### src/rtl/matrix_alu_sequencer_pkg.sv
// Shared constants, command payload and helpers for the matrix ALU host sequencer.
// Elements are packed row-major with a fixed DIM stride regardless of the active size.
package matrix_alu_sequencer_pkg;

    localparam int unsigned DIM     = 5;
    localparam int unsigned W       = 8;
    localparam int unsigned FLAT_W  = DIM * DIM * W;
    localparam int unsigned TIMEOUT = 1023;
    localparam int unsigned DIM_W   = 3;
    localparam int unsigned IDX_W   = 5;
    localparam int unsigned TCNT_W  = 10;

    localparam logic [2:0] OP_NONE  = 3'b000;
    localparam logic [2:0] OP_ADD   = 3'b001;
    localparam logic [2:0] OP_SUB   = 3'b010;
    localparam logic [2:0] OP_MUL   = 3'b011;
    localparam logic [2:0] OP_NEG   = 3'b100;
    localparam logic [2:0] OP_TRANS = 3'b101;
    localparam logic [2:0] OP_SCAL  = 3'b110;
    localparam logic [2:0] OP_DET   = 3'b111;

    localparam logic [2:0] S_IDLE   = 3'd0;
    localparam logic [2:0] S_LOAD_A = 3'd1;
    localparam logic [2:0] S_LOAD_B = 3'd2;
    localparam logic [2:0] S_EXEC   = 3'd3;
    localparam logic [2:0] S_WAIT   = 3'd4;
    localparam logic [2:0] S_STREAM = 3'd5;

    typedef struct packed {
        logic [2:0] opcode;
        logic [2:0] size;
        logic [7:0] scalar;
    } cmd_t;

    // Only the element-wise binary ops and the product consume a second operand.
    function automatic logic needs_b(input logic [2:0] op);
        return (op == OP_ADD) || (op == OP_SUB) || (op == OP_MUL);
    endfunction

    function automatic logic cmd_ok(input logic [2:0] op, input logic [2:0] size);
        return (op != OP_NONE) && (size >= 3'd2) && (size <= 3'd5);
    endfunction

    function automatic logic [IDX_W-1:0] byte_offset(input logic [DIM_W-1:0] r,
                                                     input logic [DIM_W-1:0] c);
        return IDX_W'(int'(r) * int'(DIM) + int'(c));
    endfunction

endpackage

### src/rtl/matrix_alu_sequencer_walker.sv
// Row-major walker over the active n x n window; reports element slot of the
// current and the following position, plus last / second-to-last flags.
module matrix_alu_sequencer_walker
    import matrix_alu_sequencer_pkg::*;
(
    input  logic             clk,
    input  logic             rst_n,
    input  logic             clear,
    input  logic             advance,
    input  logic [DIM_W-1:0] n,
    output logic             last_c,
    output logic             penult_c,
    output logic [IDX_W-1:0] offset_c,
    output logic [IDX_W-1:0] next_offset_c
);

    logic [DIM_W-1:0] row;
    logic [DIM_W-1:0] col;
    logic [DIM_W-1:0] row_nxt;
    logic [DIM_W-1:0] col_nxt;
    logic [DIM_W-1:0] n_m1;
    logic [DIM_W-1:0] n_m2;

    assign n_m1 = n - DIM_W'(1);
    assign n_m2 = n - DIM_W'(2);

    always_comb begin
        row_nxt = row;
        col_nxt = col + DIM_W'(1);
        if (col == n_m1) begin
            row_nxt = row + DIM_W'(1);
            col_nxt = '0;
        end
    end

    always_ff @(posedge clk) begin
        if (!rst_n || clear) begin
            row <= '0;
            col <= '0;
        end else if (advance) begin
            row <= row_nxt;
            col <= col_nxt;
        end
    end

    assign last_c        = (row == n_m1) && (col == n_m1);
    assign penult_c      = (row == n_m1) && (col == n_m2);
    assign offset_c      = byte_offset(row, col);
    assign next_offset_c = byte_offset(row_nxt, col_nxt);

endmodule

### src/rtl/matrix_alu_sequencer.sv
// Host-side sequencer for the 5x5 int8 matrix ALU: loads operands over a byte
// port, launches the opcode, waits for done (or timeout), streams the result.
module matrix_alu_sequencer
    import matrix_alu_sequencer_pkg::*;
(
    input  logic              clk,
    input  logic              rst_n,
    input  logic              start,
    input  logic [2:0]        cmd_opcode,
    input  logic [2:0]        cmd_size,
    input  logic [7:0]        cmd_scalar,
    output logic              busy,
    input  logic              in_valid,
    output logic              in_ready,
    input  logic [7:0]        in_data,
    output logic              out_valid,
    input  logic              out_ready,
    output logic [7:0]        out_data,
    output logic              out_last,
    output logic              done,
    output logic              ovf,
    output logic              err_cmd,
    output logic              err_timeout,
    output logic [FLAT_W-1:0] alu_a_flat,
    output logic [FLAT_W-1:0] alu_b_flat,
    output logic [7:0]        alu_f,
    output logic [2:0]        alu_opcode,
    input  logic [FLAT_W-1:0] alu_c_flat,
    input  logic              alu_overflow,
    input  logic              alu_done
);

    logic [2:0]        state;
    logic [2:0]        state_nxt;
    logic [2:0]        op_q;
    logic [DIM_W-1:0]  n_q;
    logic [FLAT_W-1:0] res_q;
    logic [TCNT_W-1:0] tcnt;

    cmd_t              cmd_c;
    logic              cmd_ok_c;
    logic              accept_c;
    logic              in_acc_c;
    logic              out_acc_c;
    logic              stream_last_c;
    logic              walk_clear_c;
    logic              walk_adv_c;
    logic              capture_c;
    logic              timeout_hit_c;
    logic              walk_last_c;
    logic              walk_penult_c;
    logic [IDX_W-1:0]  walk_offset_c;
    logic [IDX_W-1:0]  walk_next_offset_c;

    assign cmd_c         = '{opcode: cmd_opcode, size: cmd_size, scalar: cmd_scalar};
    assign cmd_ok_c      = cmd_ok(cmd_c.opcode, cmd_c.size);
    assign accept_c      = (state == S_IDLE) && start && cmd_ok_c;
    assign in_acc_c      = in_valid && in_ready;
    assign out_acc_c     = out_valid && out_ready;
    // Determinant results are a single scalar in the low byte.
    assign stream_last_c = (op_q == OP_DET) || walk_last_c;

    matrix_alu_sequencer_walker u_walker (
        .clk           (clk),
        .rst_n         (rst_n),
        .clear         (walk_clear_c),
        .advance       (walk_adv_c),
        .n             (n_q),
        .last_c        (walk_last_c),
        .penult_c      (walk_penult_c),
        .offset_c      (walk_offset_c),
        .next_offset_c (walk_next_offset_c)
    );

    always_ff @(posedge clk) begin
        if (!rst_n) begin
            state <= S_IDLE;
        end else begin
            state <= state_nxt;
        end
    end

    // Next-state and walker control; the walker restarts on every loading/streaming phase.
    always_comb begin
        state_nxt     = state;
        walk_clear_c  = 1'b0;
        walk_adv_c    = 1'b0;
        capture_c     = 1'b0;
        timeout_hit_c = 1'b0;
        case (state)
            S_IDLE: begin
                if (accept_c) begin
                    state_nxt    = S_LOAD_A;
                    walk_clear_c = 1'b1;
                end
            end
            S_LOAD_A: begin
                if (in_acc_c) begin
                    walk_adv_c = 1'b1;
                    if (walk_last_c) begin
                        walk_clear_c = 1'b1;
                        state_nxt    = needs_b(op_q) ? S_LOAD_B : S_EXEC;
                    end
                end
            end
            S_LOAD_B: begin
                if (in_acc_c) begin
                    walk_adv_c = 1'b1;
                    if (walk_last_c) begin
                        walk_clear_c = 1'b1;
                        state_nxt    = S_EXEC;
                    end
                end
            end
            S_EXEC: begin
                state_nxt = S_WAIT;
            end
            S_WAIT: begin
                if (alu_done) begin
                    capture_c    = 1'b1;
                    walk_clear_c = 1'b1;
                    state_nxt    = S_STREAM;
                end else if (tcnt == TCNT_W'(TIMEOUT - 1)) begin
                    capture_c     = 1'b1;
                    timeout_hit_c = 1'b1;
                    walk_clear_c  = 1'b1;
                    state_nxt     = S_STREAM;
                end
            end
            S_STREAM: begin
                if (out_acc_c) begin
                    walk_adv_c = 1'b1;
                    if (stream_last_c) begin
                        state_nxt = S_IDLE;
                    end
                end
            end
            default: begin
                state_nxt = S_IDLE;
            end
        endcase
    end

    // Operand/result registers, status flags and registered host-side outputs.
    always_ff @(posedge clk) begin
        if (!rst_n) begin
            op_q        <= OP_NONE;
            n_q         <= '0;
            res_q       <= '0;
            tcnt        <= '0;
            busy        <= 1'b0;
            in_ready    <= 1'b0;
            out_valid   <= 1'b0;
            out_data    <= '0;
            out_last    <= 1'b0;
            done        <= 1'b0;
            ovf         <= 1'b0;
            err_cmd     <= 1'b0;
            err_timeout <= 1'b0;
            alu_a_flat  <= '0;
            alu_b_flat  <= '0;
            alu_f       <= '0;
            alu_opcode  <= OP_NONE;
        end else begin
            busy       <= (state_nxt != S_IDLE);
            in_ready   <= (state_nxt == S_LOAD_A) || (state_nxt == S_LOAD_B);
            alu_opcode <= ((state_nxt == S_EXEC) || (state_nxt == S_WAIT)) ? op_q : OP_NONE;
            err_cmd    <= (state == S_IDLE) && start && !cmd_ok_c;
            done       <= (state == S_STREAM) && out_acc_c && stream_last_c;
            tcnt       <= (state == S_WAIT) ? tcnt + TCNT_W'(1) : '0;

            if (accept_c) begin
                op_q        <= cmd_c.opcode;
                n_q         <= cmd_c.size;
                alu_f       <= cmd_c.scalar;
                alu_a_flat  <= '0;
                alu_b_flat  <= '0;
                ovf         <= 1'b0;
                err_timeout <= 1'b0;
            end

            if ((state == S_LOAD_A) && in_acc_c) begin
                alu_a_flat[int'(walk_offset_c) * W +: W] <= in_data;
            end
            if ((state == S_LOAD_B) && in_acc_c) begin
                alu_b_flat[int'(walk_offset_c) * W +: W] <= in_data;
            end

            // First result byte is taken straight from the bus while it is being captured.
            if (capture_c) begin
                res_q     <= alu_c_flat;
                ovf       <= alu_overflow;
                out_valid <= 1'b1;
                out_data  <= alu_c_flat[W-1:0];
                out_last  <= (op_q == OP_DET);
                if (timeout_hit_c) begin
                    err_timeout <= 1'b1;
                end
            end else if ((state == S_STREAM) && out_acc_c) begin
                if (stream_last_c) begin
                    out_valid <= 1'b0;
                    out_data  <= '0;
                    out_last  <= 1'b0;
                end else begin
                    out_data <= res_q[int'(walk_next_offset_c) * W +: W];
                    out_last <= walk_penult_c;
                end
            end
        end
    end

endmodule
### config.mk
export PLATFORM = sky130hd
export DESIGN_NAME = matrix_alu_sequencer
export DESIGN_NICKNAME = d
export VERILOG_FILES = /design/src/rtl/matrix_alu_sequencer_pkg.sv /design/src/rtl/matrix_alu_sequencer_walker.sv /design/src/rtl/matrix_alu_sequencer.sv
export SDC_FILE = /design/constraint.sdc
export NUM_CORES = 2
export LEC_CHECK = 0
export CORE_AREA = 2 2 252 254
export DETAILED_ROUTE_END_ITERATION = 8
export DIE_AREA = 0 0 254 256
export PLACE_DENSITY = 0.68
export SYNTH_ARGS = -nofsm -noshare
export SYNTH_HDL_FRONTEND = slang
export SYNTH_SLANG_ARGS = --single-unit
### constraint.sdc
create_clock -name clk -period 6.2 [get_ports clk]
set_input_delay 1.24 -clock clk [delete_from_list [all_inputs] [get_ports clk]]
set_output_delay 1.24 -clock clk [all_outputs]
set_load 0.05 [all_outputs]
Fig. 1: placed standard cells
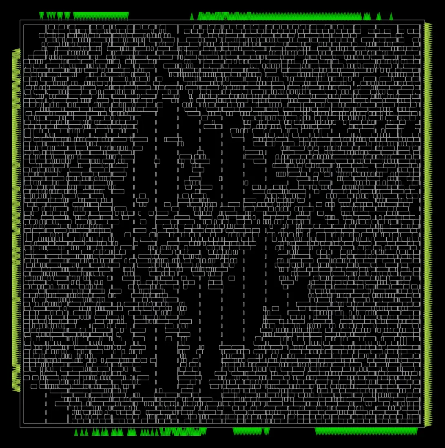
Core ar.: 0.06239 sq mm
seq_cells: 652
Fillers: 5708
Core Util, Final: 0.5590

Fig. 2: sequential cells colored by netlist name
Other sequential cells in the stronger gray, the rest of the logic in the fainter gray.
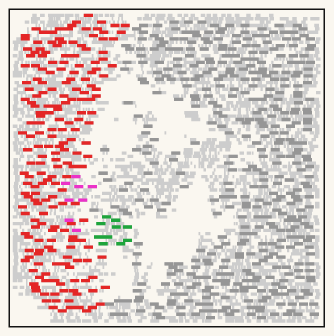
- green: tcnt (placed flops 10)
- magenta: out_data (placed flops 8; where left middle)
- red: res_q (placed flops 200; where a column on the left)
- not colored: 434
Seq power: 4.20 mW
flop share of the area: 0.3742

==> run summary <==
CTS-repair resized insts: 0
Comb power: 412 uW
Hold Buf Count CTS: 0
metal2 WL: 43950 um
clock slew at reported path FFs: 70 ps
post-synthesis net count: 3115
Peak Freq: 204.1 MHz
Place WS: 1410 ps
fraction of layout cells with a size suffix above 1: 0.07030
GPL Wtd Cong: 0.8637
Tightest Pin Transition: 1332 ps
Levels on crit path: 14
worst reg2reg setup slack: 1300 ps
Clk power: 4.37 mW
DR iter-0 viols: 1669
Hold Crit Class: reg2reg
clkbuf count: 109
Max Used Layer: met5
Power Dens Cells: 257.7 mW/mm^2
CTS tree: built
Hold Path Sink: res_q[87]
largest net degree at the start of global routing: 110
RR Startpoint: u_walker.row[2]
clock network fraction of total power: 0.486
Congestion Overflow GR: 0
Cell Type Count: 63
combinational share of power: 0.046
Worst Slack Setup Final: 1302 ps
first-pass GRT wire length: 135000 um
crit path capture type: flip-flop
Die Y: 256 um
Synth area leader: dfxtp_1
buffer share of cell area: 0.1987
max cap viols: 0
R2R cell count: 14
Port Buffers: 655
TritonCTS buffer count: 71
crit-path cells: ha_1, ha_1, ha_1, a21o_1, a21oi_1, xor2_2, buf_4, inv_2, ha_1, nand2b_1, nor4_1, nand4_1, a31oi_1, nor2_1
register area share after synthesis: 0.5168
finished layout cell area: 0.03488 sq mm
Leading power group: the clock network
WL per Instance: 21.10 um
number of enable flip-flop cells: 0
Post-Syn Area: 0.02526 sq mm
Worst path slowest cell: nand4_1
#MultiIn Comb: 1985
ANT nets after route: 0
chip area: 0.06502 sq mm
NumNets Final: 3671
asr flop ratio synth: 0
root buffer cell: clkbuf_16
Via Count: 22780
RSZ-0062 raised after global routing: false
Basic Gates by Area: 0.2022
dominant register cell: dfxtp_1
Die X: 254 um
Post-CTS Setup Inserts: 0
vias in the first global route: 21260
clk buf depth: 3
Critical Path AT: 5340 ps
sw frac: 0.2209
Top Layout Cells: 657 x nand2_1, 655 x clkdlybuf4s50_1, 652 x dfxtp_1
area grow syn2layout: 38.08%
# diodes: 2
met1 wire length: 36090 um
crit-path max FO: 21
xor+xnor area frac: 0.01209
logic area: 0.01135 sq mm
Clk Latency, worst-skew pair: 610 ps
most frequent CP cell: ha_1
logic share of the area: 0.3253
P_int: 7.003 mW
CP peak stage delay: 770 ps
cell depth of the worst hold path: 2
yosys warning tally: 0
Synth mux share: 0.09100
worst path required time: 6640 ps
Worst Skew: 18.30 ps
WP buf/inv: 2
layout inverter count without the clock tree: 12
mean area per synthesized cell: 8.828 sq um
maximum VDD drop: 0.1832 mV
# setup viols final: 0
synth cell count leaders: 659 x nand2_1, 652 x dfxtp_1, 323 x nand3_1
final hold vios: 0
CP Launch Type: flip-flop
Finished Layout Cells: 4319
floorplan row count: 92
final slew viol count: 0
Largest cells by area: dfxtp_1 52%, nand2_1 9.8%, nand3_1 6.4%
CP top delay family: simple AND/OR/NAND/NOR gates
Top-area cell share: 0.5168
fin crit period: 4898 ps
Main logic family: simple AND/OR/NAND/NOR gates
ys flops: 652
Init Core Util: 0.4048
LEAKAGE: 12.06 nW
Post-DP HPWL: 66780 um
# IOs: 656
nonclk buf count: 695
initial antenna violation count: 4
H-tree levels: 3
Register Area: 0.01305 sq mm
Synth Instances: 2861
Complex Gates by Area: 0.1289
tool warnings: 33
crit share post-route: 0.7901
dominant logic cell type in the layout: nand2_1
P_sw: 1.986 mW
# DRC: 0
Clock buf/inv share: 0.06967
WHS: 449.8 ps
fa+ha+maj area frac: 0.01298
outcome: complete, no violations
worst hold start: res_q[87]
yosys stat chip area: 0.02526 sq mm
Max-Slew Margin vs Limit: 0.1079
FF-to-FF End: alu_a_flat[110]
top cell category: sequential cells
grt met1 use: 0.3271
Worst Setup Path Type: reg2reg
met3 GRT Util: 0.07617
Flop pwr share: 0.468
setup TNS: 0 ps
DR pass1 iterations: 5
met3 wire length: 7932 um
GRT busiest layer: met2
gr usage total: 0.2725
DP Cell Count: 4189
placed cell area: 0.03243 sq mm
ys cells: 2861
Well-Tap Cells: 846
Fig. 3: the metal 2 layer
Cells faint in the background.
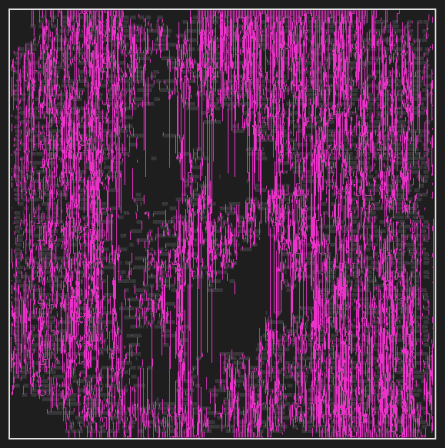
- nets with wire on the layer: 3004
- longest straight run: 119 um
- share of all routed wire: 48%
- main direction: vertical
DRT Wirelength: 91130 um
GR Util met2: 0.4608

flip-flops by register name (all words and copies together) (netlist names), 3 cells and up:
name / flops
alu_a_flat: 200
alu_b_flat: 200
res_q: 200
tcnt: 10
alu_f: 8
out_data: 8
alu_opcode: 3
n_q: 3
op_q: 3
state: 3
u_walker.col: 3
u_walker.row: 3
worst max path at each step:
stage                          startpoint         endpoint  slack, ps
after global placement    u_walker.row[2]  alu_a_flat[110]       1490
after CTS                 u_walker.row[2]  alu_a_flat[110]       1370
after floorplan                    n_q[0]      out_data[6]       1760
after detailed placement  u_walker.row[0]  alu_a_flat[110]       1410
final                     u_walker.row[2]  alu_a_flat[110]       1300
after global routing      u_walker.row[2]  alu_a_flat[111]        820
Power figures rest on the tool's default switching activity, not on a simulated workload.
